===== config.mk =====
export PLATFORM = sky130hd
export DESIGN_NAME = soh_op_arbiter
export DESIGN_NICKNAME = d
export VERILOG_FILES = /design/src/rtl/soh_pkg.sv /design/src/rtl/operand_handler.sv /design/src/rtl/soh_rr_arbiter.sv /design/src/rtl/soh_op_arbiter.sv
export SDC_FILE = /design/constraint.sdc
export NUM_CORES = 1
export LEC_CHECK = 0
export CAP_MARGIN = 0
export CORE_MARGIN = 1.5
export CORE_UTILIZATION = 50
export DETAILED_ROUTE_END_ITERATION = 8
export PLACE_DENSITY = 0.84
export SYNTH_ARGS = -nofsm -noshare
export SYNTH_HDL_FRONTEND = slang
export SYNTH_SLANG_ARGS = --single-unit

===== constraint.sdc =====
create_clock -name clk -period 5.14 [get_ports clk]
set_input_delay 1.542 -clock clk [delete_from_list [all_inputs] [get_ports clk]]
set_output_delay 1.542 -clock clk [all_outputs]
set_load 0.1 [all_outputs]

===== src/rtl/soh_pkg.sv =====
// Shared definitions for the shifter operand handler front end.
//   - Field widths for the S mode and I immediate, data and counter widths.
//   - Requester id enum: SOH_PORT_EXE (execute operand path), SOH_PORT_AGU (address generation).
//   - Shifter mode encoding consumed by operand_handler.
package soh_pkg;

  localparam int unsigned SohDataW = 32;
  localparam int unsigned SohModeW = 3;
  localparam int unsigned SohImmW  = 21;
  localparam int unsigned SohCntW  = 16;

  typedef enum logic {
    SOH_PORT_EXE = 1'b0,
    SOH_PORT_AGU = 1'b1
  } soh_port_e;

  // Shift amount for the shift/rotate modes comes from I[4:0].
  typedef enum logic [SohModeW-1:0] {
    ModeReg     = 3'd0,  // N = RB
    ModeImmSext = 3'd1,  // N = sign-extended I
    ModeLsl     = 3'd2,  // N = RB << I[4:0]
    ModeLsr     = 3'd3,  // N = RB >> I[4:0] (logical)
    ModeAsr     = 3'd4,  // N = RB >>> I[4:0] (arithmetic)
    ModeRor     = 3'd5,  // N = RB rotated right by I[4:0]
    ModeImmHi   = 3'd6,  // N = {I, 11'b0}
    ModeImmZext = 3'd7   // N = zero-extended I
  } soh_mode_e;

endpackage


===== src/rtl/operand_handler.sv =====
// Combinational shifter operand handler.
// Ports:
//   rb   [31:0] register operand RB
//   imm  [20:0] immediate field I
//   mode [2:0]  shifter mode S (see soh_mode_e)
//   n    [31:0] resulting operand N
module operand_handler
  import soh_pkg::*;
(
  input  logic [SohDataW-1:0] rb,
  input  logic [SohImmW-1:0]  imm,
  input  logic [SohModeW-1:0] mode,
  output logic [SohDataW-1:0] n
);

  logic [4:0] sh;

  assign sh = imm[4:0];

  always_comb begin
    n = rb;
    unique case (soh_mode_e'(mode))
      ModeReg:     n = rb;
      ModeImmSext: n = {{(SohDataW - SohImmW){imm[SohImmW-1]}}, imm};
      ModeLsl:     n = rb << sh;
      ModeLsr:     n = rb >> sh;
      ModeAsr:     n = SohDataW'($signed(rb) >>> sh);
      // A left shift by 32 (sh == 0) yields zero, so the OR reduces to rb.
      ModeRor:     n = (rb >> sh) | (rb << (6'd32 - {1'b0, sh}));
      ModeImmHi:   n = {imm, {(SohDataW - SohImmW){1'b0}}};
      ModeImmZext: n = {{(SohDataW - SohImmW){1'b0}}, imm};
      default:     n = rb;
    endcase
  end

endmodule


===== src/rtl/soh_rr_arbiter.sv =====
// Two-way round-robin arbiter with its priority register.
// Ports:
//   clk, rst_n   clock, asynchronous active-low reset
//   valid [1:0]  request valids, bit i = port i
//   accept       the granted job was taken this cycle
//   grant [1:0]  one-hot grant
//   grant_id     granted port as an id
// A lone valid port is granted; otherwise (both or none) the port named by prio wins.
module soh_rr_arbiter
  import soh_pkg::*;
(
  input  logic       clk,
  input  logic       rst_n,
  input  logic [1:0] valid,
  input  logic       accept,
  output logic [1:0] grant,
  output soh_port_e  grant_id
);

  logic prio_q;

  always_comb begin
    grant_id = soh_port_e'(prio_q);
    unique case (valid)
      2'b01:   grant_id = SOH_PORT_EXE;
      2'b10:   grant_id = SOH_PORT_AGU;
      default: grant_id = soh_port_e'(prio_q);
    endcase
    grant = (grant_id == SOH_PORT_AGU) ? 2'b10 : 2'b01;
  end

  // Priority moves to the port that lost; held when nothing is taken.
  always_ff @(posedge clk or negedge rst_n) begin
    if (!rst_n) begin
      prio_q <= 1'b0;
    end else if (accept) begin
      prio_q <= (grant_id == SOH_PORT_EXE);
    end
  end

endmodule


===== src/rtl/soh_op_arbiter.sv =====
// Shares one operand_handler between the execute operand path (port 0) and the
// address-generation path (port 1) with round-robin arbitration, and registers the
// result behind a valid/ready handshake with pipeline flush.
// Ports:
//   clk, rst_n                      clock, asynchronous active-low reset
//   reqX_valid/ready                request handshake, X = 0 (EXE), 1 (AGU)
//   reqX_rb/imm/mode/tag            RB, I, S and destination tag of the request
//   flush                           drop the held result, accept nothing this cycle
//   out_valid/ready                 result handshake
//   out_n, out_id, out_tag          result N, producing port, request tag
// Optional (SOH_ARB_STATS_EN defined):
//   grant0_cnt, grant1_cnt          saturating per-port accept counters
module soh_op_arbiter
  import soh_pkg::*;
#(
  parameter int unsigned TAG_W = 5
) (
  input  logic                clk,
  input  logic                rst_n,
  input  logic                req0_valid,
  output logic                req0_ready,
  input  logic [SohDataW-1:0] req0_rb,
  input  logic [SohImmW-1:0]  req0_imm,
  input  logic [SohModeW-1:0] req0_mode,
  input  logic [TAG_W-1:0]    req0_tag,
  input  logic                req1_valid,
  output logic                req1_ready,
  input  logic [SohDataW-1:0] req1_rb,
  input  logic [SohImmW-1:0]  req1_imm,
  input  logic [SohModeW-1:0] req1_mode,
  input  logic [TAG_W-1:0]    req1_tag,
  input  logic                flush,
  output logic                out_valid,
  input  logic                out_ready,
  output logic [SohDataW-1:0] out_n,
  output logic                out_id,
  output logic [TAG_W-1:0]    out_tag
`ifdef SOH_ARB_STATS_EN
  ,
  output logic [SohCntW-1:0]  grant0_cnt,
  output logic [SohCntW-1:0]  grant1_cnt
`endif
);

  typedef enum logic {StEmpty, StFull} state_e;

  state_e              state_q;
  logic                can_accept;
  logic                accept;
  logic [1:0]          grant;
  soh_port_e           grant_id;
  logic [SohDataW-1:0] sel_rb;
  logic [SohImmW-1:0]  sel_imm;
  logic [SohModeW-1:0] sel_mode;
  logic [TAG_W-1:0]    sel_tag;
  logic [SohDataW-1:0] handler_n;

  assign out_valid = (state_q == StFull);

  // rst_n gates readiness so nothing is offered while reset is asserted.
  assign can_accept = rst_n && !flush && (!out_valid || out_ready);
  assign req0_ready = can_accept && grant[0];
  assign req1_ready = can_accept && grant[1];
  assign accept     = (req0_ready && req0_valid) || (req1_ready && req1_valid);

  soh_rr_arbiter u_arb (
    .clk      (clk),
    .rst_n    (rst_n),
    .valid    ({req1_valid, req0_valid}),
    .accept   (accept),
    .grant    (grant),
    .grant_id (grant_id)
  );

  always_comb begin
    sel_rb   = req0_rb;
    sel_imm  = req0_imm;
    sel_mode = req0_mode;
    sel_tag  = req0_tag;
    if (grant_id == SOH_PORT_AGU) begin
      sel_rb   = req1_rb;
      sel_imm  = req1_imm;
      sel_mode = req1_mode;
      sel_tag  = req1_tag;
    end
  end

  operand_handler u_handler (
    .rb   (sel_rb),
    .imm  (sel_imm),
    .mode (sel_mode),
    .n    (handler_n)
  );

  // Result FSM; flush takes precedence over both accept and out_ready.
  always_ff @(posedge clk or negedge rst_n) begin
    if (!rst_n) begin
      state_q <= StEmpty;
      out_n   <= '0;
      out_id  <= 1'b0;
      out_tag <= '0;
    end else begin
      unique case (state_q)
        StEmpty: begin
          if (!flush && accept) begin
            state_q <= StFull;
          end
        end
        StFull: begin
          if (flush || (out_ready && !accept)) begin
            state_q <= StEmpty;
          end
        end
        default: state_q <= StEmpty;
      endcase
      if (accept) begin
        out_n   <= handler_n;
        out_id  <= grant_id;
        out_tag <= sel_tag;
      end
    end
  end

`ifdef SOH_ARB_STATS_EN
  always_ff @(posedge clk or negedge rst_n) begin
    if (!rst_n) begin
      grant0_cnt <= '0;
      grant1_cnt <= '0;
    end else if (accept) begin
      if (grant_id == SOH_PORT_EXE) begin
        if (grant0_cnt != '1) grant0_cnt <= grant0_cnt + SohCntW'(1);
      end else begin
        if (grant1_cnt != '1) grant1_cnt <= grant1_cnt + SohCntW'(1);
      end
    end
  end
`endif

endmodule


**Cell outlines without signal wires**

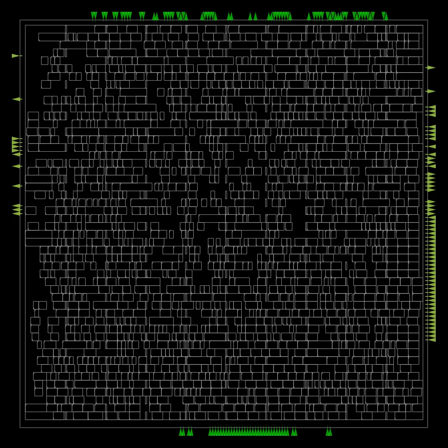
Filler cells: 1688
post-route insts no fill: 1802
Tap Cells: 234
post-layout util: 0.678

**The metal 3 layer**

Scale bar: 50 microns.
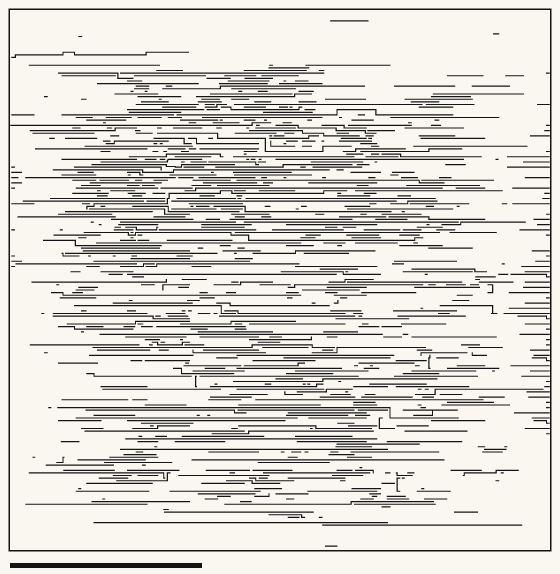
wire length on this layer: 8840 microns
main direction: horizontal

**Cell area per tile**

The die is cut into 14 by 14 equal tiles; black is low, pale yellow is high, 0 to 100% covered.
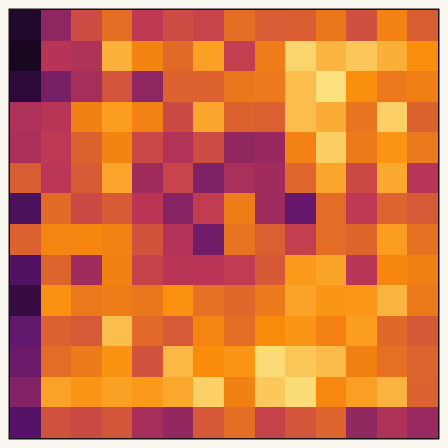
fullest tile: 93%
mean over tiles: 63%
tiles over 75% full: 25%

## worst max-delay path, delay by kind of cell
kind / cells / cell delay [ns]
fa+ha+maj: 1 / 0.38
mux: 4 / 1.41
compound gates: 3 / 0.67
buf+inv: 6 / 1.37
## power groups by stage
stage | clock, mW | combinational (mW) | sequential (mW)
floorplan | 0 | 2.07 | 1.48
global placement | 0 | 4.71 | 0.558
detailed placement | 0 | 4.73 | 0.559
CTS | 0.481 | 4.75 | 0.553
global route | 0.493 | 5.08 | 0.566
finish | 0.492 | 4.97 | 0.561
## sequential cells by signal, summed over array words and instances, names as in the netlist
signal	cells
out_n	32
out_id	1
out_tag	5
u_arb.prio_q	1
out_valid	1
## placed cells by master (no fill, tap or decap), types with 32 or more instances in the layout
| cell | synthesis | routed |
|---|---|---|
| a211oi_1 | 38 | 38 |
| a21oi_1 | 98 | 98 |
| nand2_1 | 220 | 220 |
| clkdlybuf4s50_1 | 0 | 163 |
| mux2_2 | 32 | 32 |
| o21ai_0 | 60 | 60 |
| mux2i_1 | 225 | 220 |
| nor2_1 | 108 | 106 |
| a31oi_1 | 61 | 61 |
| buf_4 | 14 | 173 |
| dfrtp_1 | 40 | 40 |
## per-layer routing
layer	vias up	share of wire	track usage
met5	-	0.00015	0.00501
met4	2	0.088	0.342
met3	343	0.16	0.234
met2	1264	0.39	0.746
met1	5997	0.36	0.654
li1	5506	-	-
## how the worst min path moves through the flow
stage / startpoint / endpoint / slack, ns / cells after the start
3_3_place_gp: out_n[10] / out_n[10] / 0.53 / 1
6_report: out_tag[2] / out_tag[2] / 0.55 / 2
3_5_place_dp: out_n[10] / out_n[10] / 0.53 / 1
5_1_grt: out_n[10] / out_n[10] / 0.56 / 1
4_1_cts: out_n[10] / out_n[10] / 0.55 / 1
2_1_floorplan: u_arb.prio_q / u_arb.prio_q / 0.52 / 2
## stage by stage
step	setup slack, ns	power (mW)	cell area (sq um)
after floorplan	-0.0816	3.55	9480
after global placement	-0.00656	5.27	12400
after detailed placement	-0.0739	5.28	12400
after CTS	0.125	5.78	12600
after global routing	0.0214	6.14	12600
final	-0.0371	6.02	12600
## area by class of cell
cell class / instances / area (sq um)
Antenna cell: 1 / 2.50
Clock buffer: 5 / 125
Clock inverter: 3 / 90.1
Fill cell: 1688 / 6000
Inverter: 8 / 30.0
Multi-Input combinational cell: 1158 / 7870
Sequential cell: 40 / 1000
Tap cell: 234 / 293
Timing Repair Buffer: 353 / 3230
## what timing repair did
action / 4_1_cts / 5_1_grt
endpoints found under the hold margin: 0 / 0
endpoints found under the setup margin: 0 / 1
gates resized: 0 / 1
## cells by family after synthesis
group | Yosys count | share of synthesized area
buf+inv | 128 | 0.0716
simple gates | 473 | 0.223
flops | 40 | 0.106
xor+xnor | 5 | 0.00463
mux | 271 | 0.304
compound gates | 408 | 0.289
fa+ha+maj | 1 | 0.00132
==> results.json <==
{
  "via_count": 13100,
  "drc": 0,
  "top_cells_by_area": "mux2i_1 24%, dfrtp_1 11%, nand2_1 8.7%",
  "swShare": 0.602,
  "ys_seq_frac": 0.106,
  "crit_start": "req0_valid",
  "ff_type": "dfrtp_1",
  "largest_area_cell": "mux2i_1",
  "gr-usage-all-layers": 0.530,
  "nets": 1695,
  "setup_viol": 1,
  "syn2layout_area_growth_pct": 33.6,
  "synth_top_area_share": 0.238,
  "async_reset_ff_frac": 1.00,
  "cts_root_buf": "clkbuf_16",
  "clock_power_share": 0.082,
  "die_h_microns": 141,
  "arrival_ns": 5.40,
  "p_per_area_nw_per_um2": 477,
  "first_global_vias": 12100,
  "tightest_slew_ns": 1.02,
  "cp_common_cell": "buf_4",
  "cts_buffer_depth": 2,
  "max_stage_delay_ns": 0.66,
  "violations": "negative setup slack",
  "hold_viol_final": 0,
  "drive_gt1_frac": 0.172,
  "num_rows": 50,
  "end_kind": "flip-flop",
  "whs_ns": 0.551,
  "vias_per_cell": 7.28,
  "wl_microns": 53900,
  "slew_viol_final": 0,
  "io_buffers": 168,
  "comb_power_share": 0.825,
  "syn_area_sq_um": 9460,
  "p_seq_frac": 0.093,
  "finalClockSkew_ns": 0.00885,
  "placed_cells": 1793,
  "cts-buffers-inserted": 5,
  "fmax_mhz": 193,
  "synth_cell_types": 80,
  "path_clk_slew_ns": 0.08,
  "path_cells": "clkdlybuf4s50_1 -> inv_1 -> ha_1 -> mux2i_4 -> buf_12 -> buf_4 -> mux2i_1 -> mux2_2 -> mux2i_1 -> buf_4 -> o32ai_1 -> o21ai_0 -> buf_4 -> a21oi_1",
  "fin_ws_ns": -0.0371,
  "outcome": "complete, but fails checks",
  "cts.sinks": 40,
  "grt_max_degree": 42,
  "syn_nets": 1455,
  "fp.coreArea_sq_um": 18600,
  "cts_tree": "done",
  "grt_pass1_wl_microns": 77900,
  "die_area_sq_um": 19700,
  "h-tree-depth": 2,
  "cp_data_required_time_ns": 5.37,
  "fp_util": 0.507,
  "r2r.worst_path.cells": 11,
  "yosys_cells": 1326,
  "post_cts_buffers": 0,
  "clk_latency_ns": 0.31,
  "crit_slowest_cell": "mux2i_1",
  "rsz0062_at_grt": "no",
  "cts_hold_buf": 0,
  "ant_nets": 0,
  "fin_crit_sh": 1.01,
  "die_x_microns": 141,
  "ys_ff": 40,
  "endpoint": "out_n[18]",
  "antenna_found_initial": 2,
  "finalCriticalPeriod_ns": 5.18,
  "top_cell": "mux2i_1",
  "place_congestion": 1.23,
  "p_switching_mw": 3.63,
  "cellInternalPower_mw": 2.40,
  "timing.rr.end": "out_n[18]",
  "overflow": 0,
  "leakage_nw": 5.27,
  "wl_per_cell_microns": 29.9,
  "place.detailed.hpwl_microns": 42200,
  "syn-instance-count": 1326,
  "worstSetupPathType": "primary input to flip-flop",
  "yosysChipArea_sq_um": 9460,
  "tool_warnings": 27,
  "hp-class": "flip-flop to flip-flop",
  "io_pins": 169,
  "edf_count": 0,
  "top_cells_by_count": "225 x mux2i_1, 220 x nand2_1, 108 x nor2_1"
}
Power and IR drop assume default switching activity.
